$ cat config.mk
export PLATFORM = sky130hd
export DESIGN_NAME = max_scan_ctrl
export DESIGN_NICKNAME = d
export VERILOG_FILES = /design/src/rtl/max_scan_ctrl.sv
export SDC_FILE = /design/constraint.sdc
export NUM_CORES = 1
export LEC_CHECK = 0
export CAP_MARGIN = 25
export CELL_PAD_IN_SITES_DETAIL_PLACEMENT = 0
export CELL_PAD_IN_SITES_GLOBAL_PLACEMENT = 1
export CORE_MARGIN = 3
export CORE_UTILIZATION = 34
export DETAILED_ROUTE_END_ITERATION = 7
export GPL_ROUTABILITY_DRIVEN = 0
export HOLD_SLACK_MARGIN = 0.06
export PLACE_DENSITY_LB_ADDON = 0.15
export SYNTH_ARGS = -nofsm -noshare
export SYNTH_HDL_FRONTEND = slang
export SYNTH_SLANG_ARGS = --single-unit
$ cat constraint.sdc
create_clock -name clk -period 1.8 [get_ports clk]
set_input_delay 0.18 -clock clk [delete_from_list [all_inputs] [get_ports clk]]
set_output_delay 0.18 -clock clk [all_outputs]
set_load 0.02 [all_outputs]
$ cat src/rtl/max_scan_ctrl.sv
// rtl/max_scan_ctrl.sv - frame max (and with MIN_TRACK_EN, min) scanner around one shared comparator
// MIN_TRACK_EN adds min_val/min_idx tracking with a second compare phase per sample.
module max_scan_ctrl #(
  parameter int WIDTH = 4,
  parameter int COUNT = 8,
  localparam int IDX_W = $clog2(COUNT)
) (
  input  logic             clk,
  input  logic             rst,
  input  logic             start,
  input  logic             in_valid,
  input  logic [WIDTH-1:0] in_data,
  output logic             in_ready,
  output logic             busy,
  output logic             done,
  output logic [WIDTH-1:0] max_val,
`ifdef MIN_TRACK_EN
  output logic [IDX_W-1:0] max_idx,
  output logic [WIDTH-1:0] min_val,
  output logic [IDX_W-1:0] min_idx
`else
  output logic [IDX_W-1:0] max_idx
`endif
);

  typedef enum logic [2:0] {
    IDLE    = 3'd0,
    ACCEPT  = 3'd1,
    CMP_MAX = 3'd2,
    CMP_MIN = 3'd3,
    DONE    = 3'd4
  } state_t;

  state_t           state_q, state_d;
  logic [IDX_W-1:0] cnt_q, cnt_d;
  logic [WIDTH-1:0] sample_q, sample_d;
  logic [WIDTH-1:0] max_q, max_d;
  logic [IDX_W-1:0] max_idx_q, max_idx_d;
  logic [WIDTH-1:0] cmp_x, cmp_y;
  logic             cmp_gt;
  logic             last_sample;

`ifdef MIN_TRACK_EN
  logic [WIDTH-1:0] min_q, min_d;
  logic [IDX_W-1:0] min_idx_q, min_idx_d;
`endif

  assign last_sample = (cnt_q == IDX_W'(COUNT - 1));

  // The single comparator; operands are steered by the compare phase.
  always_comb begin
    cmp_x = sample_q;
    cmp_y = max_q;
`ifdef MIN_TRACK_EN
    if (state_q == CMP_MIN) begin
      cmp_x = min_q;
      cmp_y = sample_q;
    end
`endif
    cmp_gt = (cmp_x > cmp_y);
  end

  always_comb begin
    state_d   = state_q;
    cnt_d     = cnt_q;
    sample_d  = sample_q;
    max_d     = max_q;
    max_idx_d = max_idx_q;
`ifdef MIN_TRACK_EN
    min_d     = min_q;
    min_idx_d = min_idx_q;
`endif
    in_ready  = (state_q == ACCEPT);
    busy      = (state_q != IDLE);
    done      = (state_q == DONE);

    case (state_q)
      IDLE: begin
        if (start) begin
          state_d = ACCEPT;
          cnt_d   = '0;
        end
      end
      ACCEPT: begin
        if (in_valid) begin
          sample_d = in_data;
          state_d  = CMP_MAX;
        end
      end
      CMP_MAX: begin
        // First sample of a frame seeds the running best; ties keep the earlier index.
        if (cnt_q == '0 || cmp_gt) begin
          max_d     = sample_q;
          max_idx_d = cnt_q;
        end
`ifdef MIN_TRACK_EN
        state_d = CMP_MIN;
`else
        if (last_sample) begin
          state_d = DONE;
        end else begin
          cnt_d   = cnt_q + IDX_W'(1);
          state_d = ACCEPT;
        end
`endif
      end
`ifdef MIN_TRACK_EN
      CMP_MIN: begin
        if (cnt_q == '0 || cmp_gt) begin
          min_d     = sample_q;
          min_idx_d = cnt_q;
        end
        if (last_sample) begin
          state_d = DONE;
        end else begin
          cnt_d   = cnt_q + IDX_W'(1);
          state_d = ACCEPT;
        end
      end
`endif
      DONE: begin
        state_d = IDLE;
      end
      default: begin
        state_d = IDLE;
      end
    endcase
  end

  always_ff @(posedge clk or posedge rst) begin
    if (rst) begin
      state_q   <= IDLE;
      cnt_q     <= '0;
      sample_q  <= '0;
      max_q     <= '0;
      max_idx_q <= '0;
`ifdef MIN_TRACK_EN
      min_q     <= '0;
      min_idx_q <= '0;
`endif
    end else begin
      state_q   <= state_d;
      cnt_q     <= cnt_d;
      sample_q  <= sample_d;
      max_q     <= max_d;
      max_idx_q <= max_idx_d;
`ifdef MIN_TRACK_EN
      min_q     <= min_d;
      min_idx_q <= min_idx_d;
`endif
    end
  end

  assign max_val = max_q;
  assign max_idx = max_idx_q;
`ifdef MIN_TRACK_EN
  assign min_val = min_q;
  assign min_idx = min_idx_q;
`endif

endmodule

==> run_1/placement_by_type.png <==
(6 px per um)
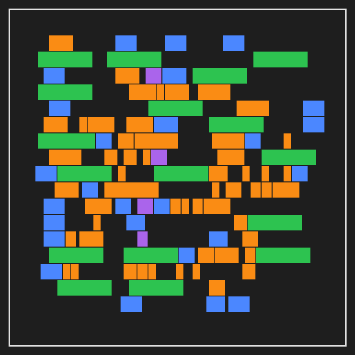
| colour | class | cells | share of their area |
|---|---|---|---|
| green | flops | 17 | 37% |
| purple | clock drivers and dummy loads | 4 | 2.4% |
| orange | combinational and other logic | 54 | 39% |
| blue | other buffers and delay cells | 26 | 21% |

==> run_1/cell_density.png <==
(6 px per um) The die is cut into 11 by 11 equal tiles; dark blue is low, red is high, 0 to 100% covered.
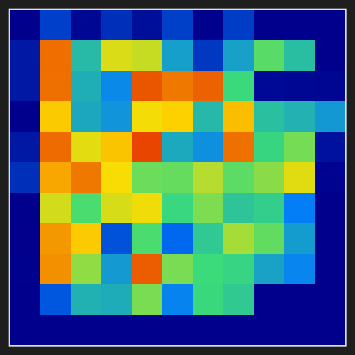
densest ninth of the die: centre
tiles over 75% full: 15%
nearly empty tiles: 27%
emptiest ninth of the die: lower right

==> run_1/layer_met1.png <==
(8 px per um) Supply wires on this layer in grey. Cells faint in the background.
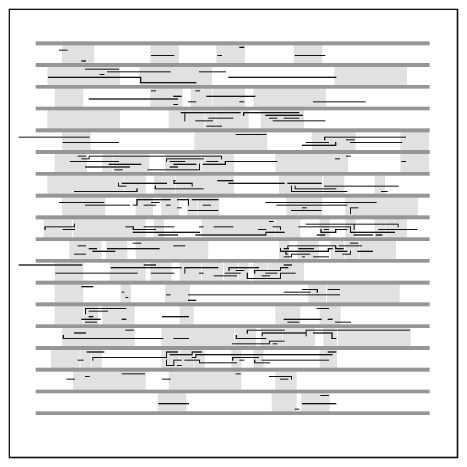
wire length on this layer: 725 um
share of all routed wire: 45%
main direction: horizontal
longest straight run: 18.9 um
nets with wire on the layer: 102

==> results.md, run 1 <==
| Parameter | Reported | Unit |
| --- | --- | --- |
| Number of sinks handled by clock tree synthesis | 17 | - |
| Worst r2r src | cmp_x[1] | - |
| Post-cts resize count | 6 | - |
| Non-clock inverter total of the final layout | 8 | - |
| Synthesized area | 845 | um2 |
| Busiest layer in global routing | met2 | - |
| Highest signal layer in the routed design | met4 | - |
| Fraction of power spent switching nets | 37.7 | % |
| Overall routing resource usage | 11.8 | % |
| Logic depth of the worst path, buffers included | 6 | - |
| Synth top cell by count | sky130_fd_sc_hd__dfrtp_1 | - |
| Combinational gate area | 414 | um2 |
| Wire length per cell | 12.5 | um |
| Top-area cell share | 50.4 | % |
| CTS tree | done | - |
| Cell type taking the most area | flip-flops and latches | - |
| Worst-skew pair later-pin latency | 290 | ps |
| Top cell excl fill/tap | sky130_fd_sc_hd__dfrtp_1 | - |
| Hold-fix buffer count after cts | 0 | - |
| Warnings from Yosys | 0 | - |
| Critical-path maximum fanout | 3 | - |
| Gate family responsible for the most delay along the worst path | flip-flops | - |
| Final nets | 117 | - |
| Power group with the highest consumption | combinational cells | - |
| Count of multi-input combinational gates | 46 | - |
| Number of standard cells after synthesis | 73 | - |
| Buffer levels on the longest clock path | 2 | - |
| Overflow after GRT | 0 | - |
| Number of optimization iterations in the first detailed-route pass | 2 | - |
| Cell taking the most area after synthesis | sky130_fd_sc_hd__dfrtp_1 | - |
| Antenna violation net count after detailed routing | 0 | - |
| Antenna diode count | 0 | - |
| Crit path kind | register to register | - |
| Global-route met2 utilization | 18.8 | % |
| Die ar. | 3120 | um2 |
| Die Y | 55.8 | um |
| Detailed router's first-iteration violation count | 3 | - |
| Max Clk Rate | 558 | MHz |
| Slew Limit Headroom | 73.1 | % |
| And+or+nand+nor area frac | 13.2 | % |
| FF+latch area | 427 | um2 |
| Met3 GRT Util | 2.32 | % |
| H-tree level count | 1 | - |
| Pwr per Cell Area | 1530 | nW/um2 |
| Slowest stage cell, crit path | sky130_fd_sc_hd__dfrtp_1 | - |
| Post-route clock period utilization | 99.6 | % |
| Post-synthesis sequential element count | 17 | - |
| Core footprint | 2280 | um2 |
| Chain of cells forming the critical path | ha_4 -> nor2b_1 -> o211ai_1 -> a211oi_4 -> buf_6 -> mux2_2 | - |
| Most numerous logic cells after layout | sky130_fd_sc_hd__dfrtp_1 (16), sky130_fd_sc_hd__clkdlybuf4s50_1 (14), sky130_fd_sc_hd__inv_1 (7), sky130_fd_sc_hd__buf_4 (7) | - |
| Post-synth seq share | 50.4 | % |
| EDFF count, synth | 0 | - |
| Result of the run | completed | - |
| Prevailing logic family in the synthesized netlist | multiplexers | - |
| Met1 WL | 724 | um |
| Combinational logic power | 0.000977 | W |
| Std-Cell Rows | 17 | - |
| Fraction of layout cells with a size suffix above 1 | 31.7 | % |
| Number of input and output port buffers inserted | 17 | - |
| Top cells by count, synth | sky130_fd_sc_hd__dfrtp_1 (17), sky130_fd_sc_hd__mux2_2 (10), sky130_fd_sc_hd__inv_1 (8), sky130_fd_sc_hd__ha_1 (7), sky130_fd_sc_hd__nand2_1 (6) | - |
| Nets at Floorplan | 88 | - |
| Total tool warning count | 29 | - |
| Clock net power | 0.000204 | W |
| Clock share of power | 11.3 | % |
| Final Hold Vio Count | 0 | - |
| Biggest cell delay along the critical path | 420 | ps |
| Type of the worst min-delay path | input pin to asynchronous set/reset pin | - |
| Combinational group share of total power | 54.3 | % |
| Sequential group power | 0.000620 | W |
| Critical path buffer and inverter count | 1 | - |
| Area figure in the yosys stat output | 845 | um2 |
[run 1: sequential cells by signal (all words and copies together) (netlist names)]
signal   flops
cmp_x        4
max_val      4
max_idx      3
cnt_q        3
state_q      3
[run 1: per-stage QoR]
step	setup slack (ps)	std cells	TNS, ps	hold slack (ps)	util [%]
after floorplan	-50.7	73	-304	106	-
after global placement	23.9	123	0	463	48.8
after detailed placement	-4.72	123	-13.7	466	48.8
after CTS	3.49	128	0	135	50.6
after global routing	-63.9	129	-313	152	51.6
final	7.63	129	0	131	51.6
[run 1: worst min path at each step]
stage | start | end | slack [ps]
2_1_floorplan | rst | cmp_x[0] | 110
3_3_place_gp | rst | cmp_x[0] | 460
3_5_place_dp | rst | max_val[0] | 470
4_1_cts | rst | max_val[2] | 140
5_1_grt | rst | max_val[1] | 150
6_report | rst | max_val[2] | 130
--- run 2 (diff from run 1) ---
--- a/config.mk
+++ b/config.mk
@@ -11,7 +11,6 @@
 export CORE_MARGIN = 3
 export CORE_UTILIZATION = 34
 export DETAILED_ROUTE_END_ITERATION = 7
-export GPL_ROUTABILITY_DRIVEN = 0
 export HOLD_SLACK_MARGIN = 0.06
 export PLACE_DENSITY_LB_ADDON = 0.15
 export SYNTH_ARGS = -nofsm -noshare
==> run_2/layer_met1.png <==
(8 px per um) Supply wires on this layer in grey. Cells faint in the background.
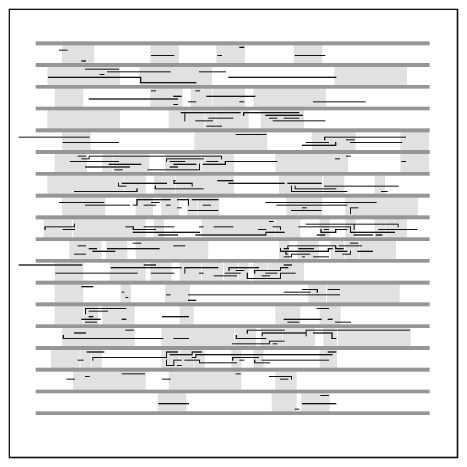
nets with wire on the layer: 102
share of all routed wire: 45%
wire length on this layer: 725 um

==> run_2/cell_density.png <==
(6 px per um) The die is cut into 11 by 11 equal tiles; dark blue is low, red is high, 0 to 100% covered.
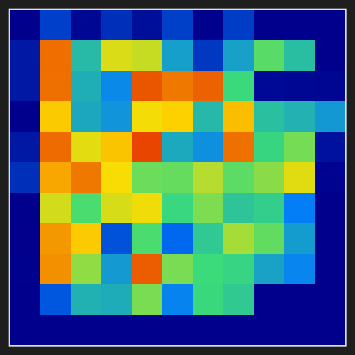
mean over tiles: 37%
nearly empty tiles: 27%
emptiest ninth of the die: lower right

==> run 2 against run 1 <==
- final cell count stayed put
- flip-flop count stayed put
- clock skew stayed put
- critical path type unchanged
- largest cell class unchanged
- largest power group unchanged
- highest routed layer unchanged
==> results.md, run 2 <==
| Parameter | Reported | Unit |
| --- | --- | --- |
| Result of the run | completed | - |
| Antenna diode count | 0 | - |
| Total non-filler cell area in the finished layout | 1170 | um2 |
| Max Clk Rate | 558 | MHz |
| Post-cts resize count | 6 | - |
| Type of the worst min-delay path | input pin to asynchronous set/reset pin | - |
| Clock net power | 0.000204 | W |
| Chain of cells forming the critical path | ha_4 -> nor2b_1 -> o211ai_1 -> a211oi_4 -> buf_6 -> mux2_2 | - |
| Final hold slack | 131 | ps |
| Number of standard cells after synthesis | 73 | - |
| Die ar. | 3120 | um2 |
| Busiest layer in global routing | met2 | - |
| Antenna violation net count after detailed routing | 0 | - |
| Detailed router's first-iteration violation count | 3 | - |
| Clock share of power | 11.3 | % |
| Critical path buffer and inverter count | 1 | - |
| Ranking of synthesized cells by area | sky130_fd_sc_hd__dfrtp_1 (50%), sky130_fd_sc_hd__mux2_2 (13%), sky130_fd_sc_hd__ha_1 (10%), sky130_fd_sc_hd__inv_1 (3.6%), sky130_fd_sc_hd__nor2b_1 (3.0%) | - |
| Synthesized area | 845 | um2 |
| Combinational logic power | 0.000977 | W |
| Total tool warning count | 29 | - |
| Core utilization of the finished layout | 51.6 | % |
| Critical-path maximum fanout | 3 | - |
| Overflow after GRT | 0 | - |
| Number of antenna violations at the first check in global routing | 0 | - |
| Slew Limit Headroom | 73.1 | % |
| Finished Layout Cells | 129 | - |
| Total CTS buffers | 3 | - |
| Core footprint | 2280 | um2 |
| Cell taking the most area after synthesis | sky130_fd_sc_hd__dfrtp_1 | - |
| Final nets | 117 | - |
| Top cell excl fill/tap | sky130_fd_sc_hd__dfrtp_1 | - |
| Sum of net half-perimeters after detailed placement | 1.24 | mm |
| Number of sinks handled by clock tree synthesis | 17 | - |
| Minimum setup slack in the final design | 7.63 | ps |
| Post-synthesis compound-gate area fraction | 8.00 | % |
| Power group with the highest consumption | combinational cells | - |
| Worst slack at placement | -4.72 | ps |
| Biggest cell delay along the critical path | 420 | ps |
| CTS tree | done | - |
| Post-route clock period utilization | 99.6 | % |
| Wire length per cell | 12.5 | um |
| Gate family responsible for the most delay along the worst path | flip-flops | - |
| Pwr per Cell Area | 1530 | nW/um2 |
| Number of input and output port buffers inserted | 17 | - |
| Highest signal layer in the routed design | met4 | - |
| Fraction of layout cells with a size suffix above 1 | 31.7 | % |
| Global-route met2 utilization | 18.8 | % |
| Post-synth seq share | 50.4 | % |
| Top-area cell share | 50.4 | % |
| Time the worst path needs with I/O delays and setup | 1790 | ps |
| Met1 WL | 724 | um |
| Buffer levels on the longest clock path | 2 | - |
| Top cells by count, synth | sky130_fd_sc_hd__dfrtp_1 (17), sky130_fd_sc_hd__mux2_2 (10), sky130_fd_sc_hd__inv_1 (8), sky130_fd_sc_hd__ha_1 (7), sky130_fd_sc_hd__nand2_1 (6) | - |
| Sum of negative setup slack | 0 | ps |
| Synth top cell by count | sky130_fd_sc_hd__dfrtp_1 | - |
| Sequential group power | 0.000620 | W |
| Hold-fix buffer count after cts | 0 | - |
| Share of cell area taken by muxes after synthesis | 13.3 | % |
| Slowest stage cell, crit path | sky130_fd_sc_hd__dfrtp_1 | - |
| Post-synthesis sequential element count | 17 | - |
| Warnings from Yosys | 0 | - |
| Met3 GRT Util | 2.32 | % |
| Nets at Floorplan | 88 | - |
| Routed met2 length | 816 | um |
| Most numerous logic cells after layout | sky130_fd_sc_hd__dfrtp_1 (16), sky130_fd_sc_hd__clkdlybuf4s50_1 (14), sky130_fd_sc_hd__inv_1 (7), sky130_fd_sc_hd__buf_4 (7) | - |
| Number of placed cells counting well taps | 123 | - |
| H-tree level count | 1 | - |
| Number of optimization iterations in the first detailed-route pass | 2 | - |
| Area figure in the yosys stat output | 845 | um2 |
| Crit path kind | register to register | - |
| Fraction of power spent switching nets | 37.7 | % |
| EDFF count, synth | 0 | - |
| Final Hold Vio Count | 0 | - |
| Prevailing logic family in the synthesized netlist | multiplexers | - |
| Overall routing resource usage | 11.8 | % |
| Die Y | 55.8 | um |
| Worst-skew pair later-pin latency | 290 | ps |
| Combinational group share of total power | 54.3 | % |
| And+or+nand+nor area frac | 13.2 | % |
==> run_2/placement.png <==
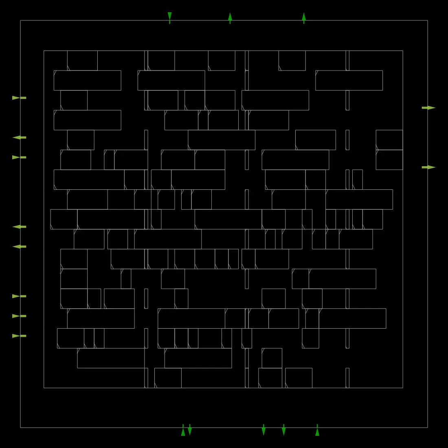
register fraction of the total cell area: 36.3%
Std-Cell Rows: 17
number of tap cells inserted: 28

-- run 2: path summary, 6_finish.rpt --
check                      cells past startpoint  slack (ps)  startpoint          to
setup / recovery                               6           8    cmp_x[1]  max_val[0]
hold / removal                                 2         130         rst  max_val[2]
setup reg to reg                               6           8    cmp_x[1]  max_val[0]
hold reg to reg                                1         520    cmp_x[0]  max_val[0]
max in group asynchronous                      3        1210         rst    cnt_q[0]
min in group clk                               3         470  in_data[0]    cmp_x[0]
-- run 2: cell type report --
cell class / count / area (um2)
inverter: 8 / 30.0
tap: 28 / 35.0
clock buffer: 3 / 22.5
multi-input combinational: 46 / 414
sequential: 17 / 427
clock inverter: 1 / 5.00
timing repair buffer: 26 / 241
fill: 221 / 1100
--- run 3 (diff from run 2) ---
--- a/config.mk
+++ b/config.mk
@@ -5,11 +5,12 @@
 export SDC_FILE = /design/constraint.sdc
 export NUM_CORES = 1
 export LEC_CHECK = 0
+export ABC_AREA = 1
 export CAP_MARGIN = 25
 export CELL_PAD_IN_SITES_DETAIL_PLACEMENT = 0
 export CELL_PAD_IN_SITES_GLOBAL_PLACEMENT = 1
 export CORE_MARGIN = 3
-export CORE_UTILIZATION = 34
+export CORE_UTILIZATION = 33
 export DETAILED_ROUTE_END_ITERATION = 7
 export HOLD_SLACK_MARGIN = 0.06
 export PLACE_DENSITY_LB_ADDON = 0.15
==> run_3/layer_met1.png <==
(8 px per um) Supply wires on this layer in grey. Cells faint in the background.
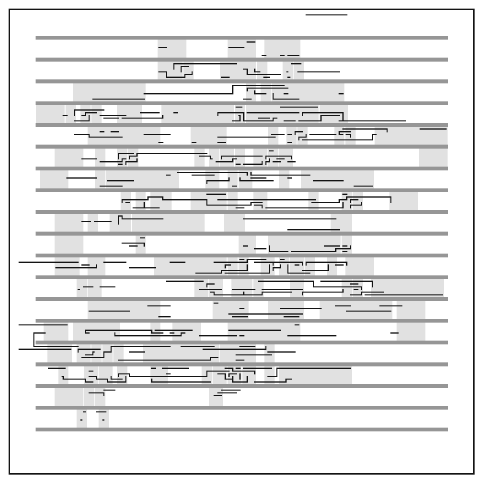
longest straight run: 12.2 um
wire length on this layer: 783 um

==> run_3/placement_by_type.png <==
(6 px per um)
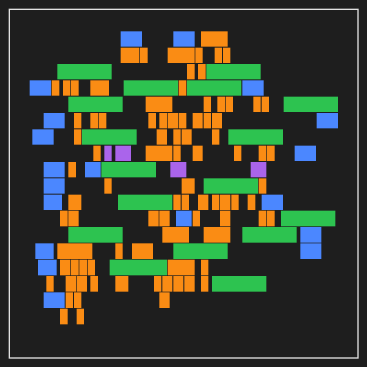
| colour | class | cells | share of their area |
|---|---|---|---|
| purple | clock drivers and dummy loads | 4 | 2.4% |
| blue | other buffers and delay cells | 19 | 17% |
| green | flops | 17 | 39% |
| orange | combinational and other logic | 88 | 42% |

==> run 3 against run 2 <==
- utilization is 7.1 points lower
- register-to-register slack better by 240 ps
- final area is 4.4% lower
- worst hold slack better by 61 ps
- critical endpoint is now busy
- largest cell class unchanged
- largest power group unchanged
- highest routed layer unchanged
==> results.md, run 3 <==
| Parameter | Reported | Unit |
| --- | --- | --- |
| Most numerous logic cells after layout | sky130_fd_sc_hd__nand2_1 (35), sky130_fd_sc_hd__inv_1 (17), sky130_fd_sc_hd__dfrtp_1 (16) | - |
| Sequential group power | 0.000633 | W |
| Combinational logic power | 0.000831 | W |
| Core footprint | 2520 | um2 |
| Number of input and output port buffers inserted | 17 | - |
| Detailed router's first-iteration violation count | 8 | - |
| Final Hold Vio Count | 0 | - |
| Number of global-route vias before repair | 728 | - |
| Std-Cell Rows | 18 | - |
| Sum of net half-perimeters after detailed placement | 1.27 | mm |
| Finished Layout Cells | 158 | - |
| Buffer levels on the longest clock path | 2 | - |
| Core utilization of the finished layout | 44.5 | % |
| Met3 GRT Util | 4.23 | % |
| Type of the worst min-delay path | input pin to asynchronous set/reset pin | - |
| Beginning of the critical path | state_q[1] | - |
| Area figure in the yosys stat output | 888 | um2 |
| Antenna violation net count after detailed routing | 0 | - |
| Fraction of layout cells with a size suffix above 1 | 11.7 | % |
| FF-to-FF setup slack | 250 | ps |
| Routed met2 length | 674 | um |
| Top cells by count, synth | sky130_fd_sc_hd__nand2_1 (35), sky130_fd_sc_hd__dfrtp_1 (17), sky130_fd_sc_hd__inv_1 (17), sky130_fd_sc_hd__nand3_1 (12), sky130_fd_sc_hd__ha_1 (7) | - |
| Result of the run | completed | - |
| Total tool warning count | 27 | - |
| Worst-skew pair later-pin latency | 280 | ps |
| Busiest layer in global routing | met2 | - |
| CTS tree | done | - |
| Nets at Floorplan | 121 | - |
| Total non-filler cell area in the finished layout | 1120 | um2 |
| Biggest cell delay along the critical path | 470 | ps |
| Ranking of synthesized cells by area | sky130_fd_sc_hd__dfrtp_1 (48%), sky130_fd_sc_hd__nand2_1 (15%), sky130_fd_sc_hd__ha_1 (9.9%), sky130_fd_sc_hd__inv_1 (7.2%), sky130_fd_sc_hd__nand3_1 (6.8%) | - |
| And+or+nand+nor area frac | 27.7 | % |
| Worst setup path endpoint | busy | - |
| Top cell excl fill/tap | sky130_fd_sc_hd__nand2_1 | - |
| Prevailing logic family in the synthesized netlist | simple AND/OR/NAND/NOR gates | - |
| Time the worst path needs with I/O delays and setup | 1570 | ps |
| Global-route wire length before repair | 3.04 | mm |
| Post-synthesis sequential element count | 17 | - |
| Warnings from Yosys | 0 | - |
| Post-synthesis compound-gate area fraction | 3.80 | % |
| Number of placed cells counting well taps | 154 | - |
| Worst R2R Path Depth | 10 | - |
| Combinational group share of total power | 50.0 | % |
| H-tree level count | 1 | - |
| Sum of negative setup slack | 0 | ps |
| Share of cell area taken by muxes after synthesis | 0 | % |
| Worst slack at placement | 231 | ps |
| Met1 WL | 783 | um |
| Synth top cell by count | sky130_fd_sc_hd__nand2_1 | - |
| Logic depth of the worst path, buffers included | 3 | - |
| Pwr per Cell Area | 1480 | nW/um2 |
| Overflow after GRT | 0 | - |
| Total CTS buffers | 3 | - |
| Chain of cells forming the critical path | nor3_1 -> inv_1 -> dlygate4sd2_1 | - |
| Arithmetic-cell share of the synthesized area counting full adders, half adders and majority gates | 9.86 | % |
| Critical-path maximum fanout | 5 | - |
| Slew Limit Headroom | 83.7 | % |
| Fraction of power spent switching nets | 42.9 | % |
| Terminus of the critical flop-to-flop path | max_val[0] | - |
| Post-synth seq share | 47.9 | % |
| Hold-fix buffer count after cts | 0 | - |
| Clock share of power | 12.0 | % |
| EDFF count, synth | 0 | - |
| Number of sinks handled by clock tree synthesis | 17 | - |
| Gate family responsible for the most delay along the worst path | flip-flops | - |
| Max Clk Rate | 639 | MHz |
| Number of standard cells after synthesis | 106 | - |
| Number of optimization iterations in the first detailed-route pass | 4 | - |
| Antenna diode count | 0 | - |
| Global-route met2 utilization | 17.7 | % |
| Crit path kind | register to output port | - |
| Top-area cell share | 47.9 | % |
| Post-cts resize count | 4 | - |
| Overall routing resource usage | 11.6 | % |
| Highest signal layer in the routed design | met4 | - |
| Die Y | 57.9 | um |
| Filler instances | 276 | - |
| Power group with the highest consumption | combinational cells | - |
| Critical path buffer and inverter count | 2 | - |
| Die ar. | 3350 | um2 |
| Slowest stage cell, crit path | sky130_fd_sc_hd__dfrtp_1 | - |
==> run_3/cell_density.png <==
(6 px per um) The die is cut into 12 by 12 equal tiles; dark blue is low, red is high, 0 to 100% covered.
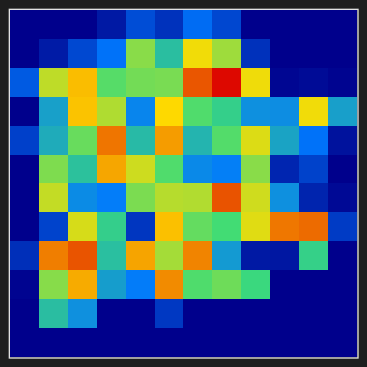
nearly empty tiles: 31%
tiles over 75% full: 13%
mean over tiles: 32%
fullest tile: 99%
emptiest ninth of the die: lower right

## run 3: stage by stage
| stage | total power (W) | hold WS, ps |
|---|---|---|
| finish | 0.00166 | 192 |
| floorplan | 0.00121 | 106 |
| global placement | 0.00150 | 463 |
| CTS | 0.00171 | 188 |
| detailed placement | 0.00151 | 459 |
| global route | 0.00184 | 199 |
## run 3: final cells by class
cell class / count / area [um2] / area share (%)
clock buffer: 4 / 26.3 / 2.34
inverter: 21 / 83.8 / 7.46
multi-input combinational: 67 / 368 / 32.7
sequential: 17 / 427 / 38.0
tap: 30 / 37.5 / 3.34
timing repair buffer: 19 / 181 / 16.1
## run 3: cell families (layout without fill, tap and decap cells)
group           Yosys count  count (layout)
buf+inv                  22              44
flops                    17              17
simple gates             54              54
fa+ha+maj                 7               7
compound gates            6               6
No activity file was given, so power comes from the tool's default toggle rates.
